Figure 1. Placement view (run 1).
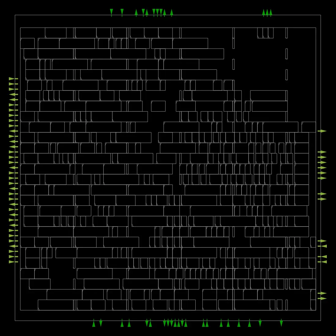
Figure 2. Layout detail (run 1).
The bar under the picture is 20 um long. Region (0, 0) to (50, 50) um. Cells in gray, sequential cells in the stronger gray; small squares are vias.
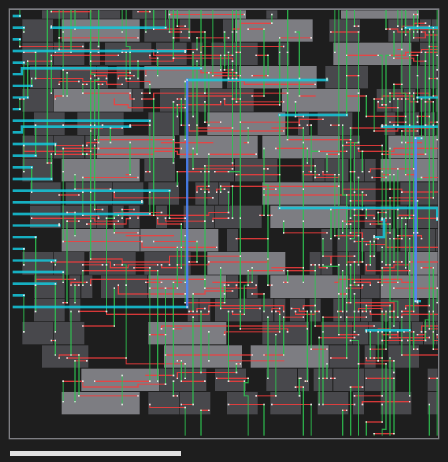
Figure 3. Sequential cells colored by netlist name (run 1).
Other sequential cells in the stronger gray, the rest of the logic in the fainter gray.
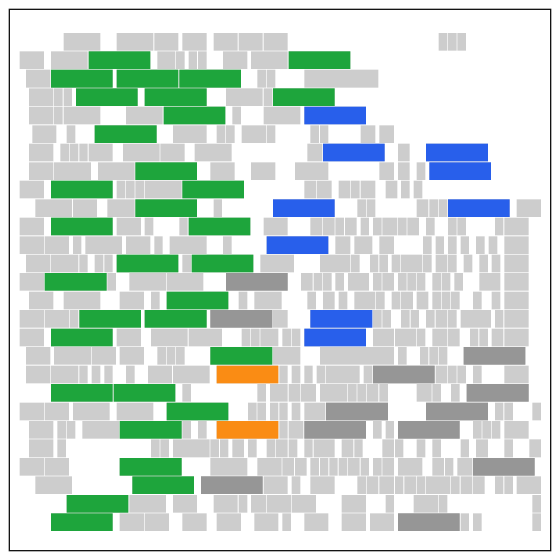
Figure 4. Cell classes on the final placement (run 1).
Fill, decap, tap and diode cells in gray.
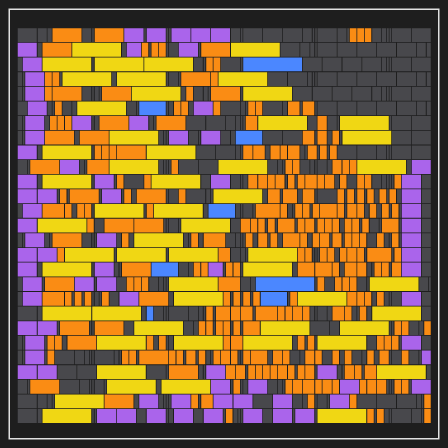
$ cat config.mk
export PLATFORM = sky130hd
export DESIGN_NAME = tpu_weight_loader
export DESIGN_NICKNAME = d
export VERILOG_FILES = /design/src/rtl/tpu_pkg.sv /design/src/rtl/tpu_row_unpacker.sv /design/src/rtl/tpu_weight_loader.sv
export SDC_FILE = /design/constraint.sdc
export NUM_CORES = 1
export LEC_CHECK = 0
export ABC_AREA = 1
export CORE_UTILIZATION = 52
export CTS_CLUSTER_SIZE = 16
export DETAILED_ROUTE_END_ITERATION = 8
export PLACE_DENSITY = 0.85
export REMOVE_ABC_BUFFERS = 1
export SLEW_MARGIN = 10
export SYNTH_ARGS = -nofsm -noshare
export SYNTH_HDL_FRONTEND = slang
export SYNTH_SLANG_ARGS = --single-unit
$ cat constraint.sdc
create_clock -name clk -period 3.9 [get_ports clk]
set_input_delay 0.78 -clock clk [delete_from_list [all_inputs] [get_ports clk]]
set_output_delay 0.78 -clock clk [all_outputs]
set_load 0.005 [all_outputs]
$ cat src/rtl/tpu_pkg.sv
// Shared types and helpers for the TPU weight path.
// Used by the weight loader and its row unpacker.
package tpu_pkg;

  typedef enum logic [1:0] {
    WL_IDLE,
    WL_LOAD,
    WL_FINISH
  } wl_state_e;

  function automatic int row_bits(input int array_size);
    return 2 * array_size;
  endfunction

endpackage

$ cat src/rtl/tpu_row_unpacker.sv
// Holds one packed input word and emits its ROW_BITS slices,
// lowest first, one per consume strobe.
module tpu_row_unpacker #(
  parameter int IN_WIDTH = 32,
  parameter int ROW_BITS = 16
) (
  input  logic                clk,
  input  logic                rst_n,
  input  logic                flush,
  input  logic                load,
  input  logic [IN_WIDTH-1:0] in_data,
  input  logic                consume,
  input  logic                last,
  output logic                hv,
  output logic [ROW_BITS-1:0] row
);

  localparam int RPW = IN_WIDTH / ROW_BITS;
  localparam int SW  = (RPW > 1) ? $clog2(RPW) : 1;

  logic [IN_WIDTH-1:0] hold;
  logic [SW-1:0]       slice;
  logic                end_slice;

  // last lets a partial final word drop its unused upper slices
  assign end_slice = last || (slice == SW'(RPW - 1));

  always_ff @(posedge clk or negedge rst_n) begin
    if (!rst_n) begin
      hold  <= '0;
      hv    <= 1'b0;
      slice <= '0;
    end else if (flush) begin
      hv    <= 1'b0;
      slice <= '0;
    end else if (load) begin
      hold  <= in_data;
      hv    <= 1'b1;
      slice <= '0;
    end else if (consume) begin
      if (end_slice) begin
        hv    <= 1'b0;
        slice <= '0;
      end else begin
        slice <= slice + SW'(1);
      end
    end
  end

  assign row = hold[slice*ROW_BITS +: ROW_BITS];

endmodule

$ cat src/rtl/tpu_weight_loader.sv
// Streams packed ternary weight words into the shadow bank
// of the weight buffer, one row per cycle.
module tpu_weight_loader
  import tpu_pkg::*;
#(
  parameter int ARRAY_SIZE = 8,
  parameter int MAX_K      = 256,
  parameter int ADDR_WIDTH = 16,
  parameter int IN_WIDTH   = 32
) (
  input  logic                            clk,
  input  logic                            rst_n,
  input  logic                            start,
  input  logic [$clog2(MAX_K):0]          num_rows,
  input  logic                            auto_swap,
  input  logic                            abort,
  input  logic                            in_valid,
  output logic                            in_ready,
  input  logic [IN_WIDTH-1:0]             in_data,
  output logic                            wr_en,
  output logic [ADDR_WIDTH-1:0]           wr_addr,
  output logic [row_bits(ARRAY_SIZE)-1:0] wr_data,
  output logic                            swap_banks,
  output logic                            busy,
  output logic                            done,
  output logic                            err
);

  localparam int RB = row_bits(ARRAY_SIZE);
  localparam int CW = $clog2(MAX_K) + 1;
  localparam int AW = CW - 1;

  wl_state_e     state, state_n;
  logic [CW-1:0] row_cnt, row_cnt_n;
  logic [CW-1:0] num_q, num_q_n;
  logic          swap_q, swap_q_n;
  logic          hv;
  logic          load;
  logic          last;
  logic          legal;
  logic [RB-1:0] row;

  assign legal    = (num_rows != '0) && (num_rows <= CW'(MAX_K));
  assign last     = (row_cnt == num_q - CW'(1));
  assign in_ready = (state == WL_LOAD) && !hv;
  assign load     = in_valid && in_ready && !abort;
  assign busy     = (state != WL_IDLE);
  assign wr_en    = hv;
  assign wr_data  = row;

  always_comb begin
    wr_addr         = '0;
    wr_addr[AW-1:0] = row_cnt[AW-1:0];
  end

  tpu_row_unpacker #(
    .IN_WIDTH (IN_WIDTH),
    .ROW_BITS (RB)
  ) u_unpack (
    .clk     (clk),
    .rst_n   (rst_n),
    .flush   (abort),
    .load    (load),
    .in_data (in_data),
    .consume (hv),
    .last    (last),
    .hv      (hv),
    .row     (row)
  );

  always_ff @(posedge clk or negedge rst_n) begin
    if (!rst_n) begin
      state   <= WL_IDLE;
      row_cnt <= '0;
      num_q   <= '0;
      swap_q  <= 1'b0;
    end else begin
      state   <= state_n;
      row_cnt <= row_cnt_n;
      num_q   <= num_q_n;
      swap_q  <= swap_q_n;
    end
  end

  always_comb begin
    state_n    = state;
    row_cnt_n  = row_cnt;
    num_q_n    = num_q;
    swap_q_n   = swap_q;
    err        = 1'b0;
    done       = 1'b0;
    swap_banks = 1'b0;
    if (abort) begin
      state_n   = WL_IDLE;
      row_cnt_n = '0;
    end else begin
      unique case (state)
        WL_IDLE: begin
          if (start) begin
            if (legal) begin
              state_n   = WL_LOAD;
              row_cnt_n = '0;
              num_q_n   = num_rows;
              swap_q_n  = auto_swap;
            end else begin
              err = 1'b1;
            end
          end
        end
        WL_LOAD: begin
          if (hv) begin
            row_cnt_n = row_cnt + CW'(1);
            if (last) state_n = WL_FINISH;
          end
        end
        WL_FINISH: begin
          done       = 1'b1;
          swap_banks = swap_q;
          state_n    = WL_IDLE;
        end
        default: state_n = WL_IDLE;
      endcase
    end
  end

endmodule

==> flow_summary.json, run 1 <==
{
  "wl_met3_um": 457,
  "reg_top3": "u_unpack.hold (32), num_q (9), row_cnt (9)",
  "portBuffers": 76,
  "grt_overflow_total": 0,
  "routed_wl_um": 6790,
  "power_leader": "registers",
  "synth-seq-cells": 55,
  "gp_congestion": 0.855,
  "synth_chip_area_sq_um": 3120,
  "stdcell_count": 496,
  "tapCellCount": 72,
  "status": "finished clean",
  "nMultiInputCombCells": 248,
  "post-dp-hpwl_um": 4930,
  "fill_cells": 434,
  "synthCells": 357,
  "ys_sh_mux_pct": 15.0,
  "grt_pass1_vias": 2555,
  "r2r-end": "row_cnt[8]$_DFFE_PN0P_",
  "required_ns": 3.12,
  "cts_max_level": 2,
  "drc": 0,
  "syn_area_sq_um": 3120,
  "cts_buffers": 5,
  "cts_tree": "built",
  "most_common_cell": "nand2_1",
  "vias": 2555
}
Back to the opening pictures, Figure 1:
Util after Layout: 70.1%
Core Area: 5640 sq um

Back to the opening pictures, Figure 2:
met3: drawn in cyan. met2: drawn in green. met4: drawn in blue. met1: drawn in red.
Sequential cells in the window: 27. 170 logic cells have their middle in the window. Most frequent: nand2_1 (48), clkdlybuf4s50_1 (38), dfrtp_1 (27). Netlist names of flops here include u_unpack.hold (18), row_cnt (3), state (2).

Back to the opening pictures, Figure 3:
state: drawn in orange, flops 2. u_unpack.hold: drawn in green, flops 32. row_cnt: drawn in blue, flops 9.
sequential logic power: 867 uW
Flop area: 1380 sq um
fraction of area in registers: 34.8%

Back to the opening pictures, Figure 4:
clock drivers and dummy loads: drawn in blue, cells 8. other buffers and delay cells: drawn in purple, cells 78. flip-flops: drawn in yellow, cells 55. all other logic: drawn in orange, cells 283.

==> run 1 -> run 2 <==
CORE_UTILIZATION = 49   (was 52)
PLACE_DENSITY = 0.81   (was 0.85)
clock period = 3 ns   (was 3.9 ns; I/O delays follow)
==> run 2 against run 1 <==
Die size grew 6.0%. Hold slack worse by 0.19 ns. Core utilization decreased by 5.1 points. Register-to-register slack worse by 0.83 ns. Sequential cell count did not move. Clock skew about the same. Critical endpoint unchanged. Largest power group unchanged.
==> flow_summary.json, run 2 <==
{
  "status": "finished clean",
  "synth-seq-cells": 55,
  "insertedDiodeCount": 0,
  "stdcell_count": 498,
  "core_sq_um": 6030,
  "die_w_um": 81.8,
  "required_ns": 2.40,
  "tns_ns": 0,
  "most_common_cell": "nand2_1",
  "routed_wl_um": 6620,
  "pg_seq_mw": 1.12,
  "cts_tree": "built",
  "ant_nets": 0,
  "top_cell_area_share_pct": 44.1,
  "met1_length_um": 2790,
  "synthCells": 357,
  "cp_max_fo": 5,
  "insertion_delay_ns": 0.30,
  "synth_chip_area_sq_um": 3120,
  "wl_met3_um": 466,
  "tapCellCount": 75,
  "cts_max_level": 2,
  "r2r-end": "state[0]$_DFFE_PN0P_",
  "final_cell_mix": "121 x nand2_1, 75 x clkdlybuf4s50_1, 55 x dfrtp_1",
  "p_switching_uw": 739,
  "cts_buffers": 5,
  "nMultiInputCombCells": 248,
  "met1_usage_pct": 25.0,
  "seq_area_sq_um": 1380,
  "power_leader": "registers",
  "post-dp-hpwl_um": 4950,
  "fill_cells": 527,
  "drc": 0,
  "syn_area_sq_um": 3120,
  "clock_sinks": 55,
  "grt_overflow_total": 0,
  "die-area_sq_um": 6690,
  "seq_share_pct": 35.1,
  "portBuffers": 76,
  "ys_sh_mux_pct": 15.0,
  "final_util_pct": 65.1,
  "gp_congestion": 0.896
}
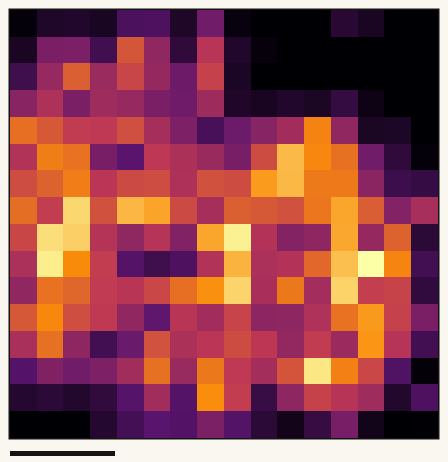
Figure 5: run 2, routed metal per tile.
The bar under the picture is 20 um long. The die is cut into 16 by 16 equal tiles; black is low, pale yellow is high, scaled to the fullest tile. Values are wire area over tile area, all layers added.
The emptiest ninth of the die: upper right. 12% of the tiles are nearly empty. The mean over all tiles is 0.16. The fullest tile reaches 0.40.
WL/cell: 13.3 um
DR vias: 2494

Power is estimated from default activity; no workload was simulated.
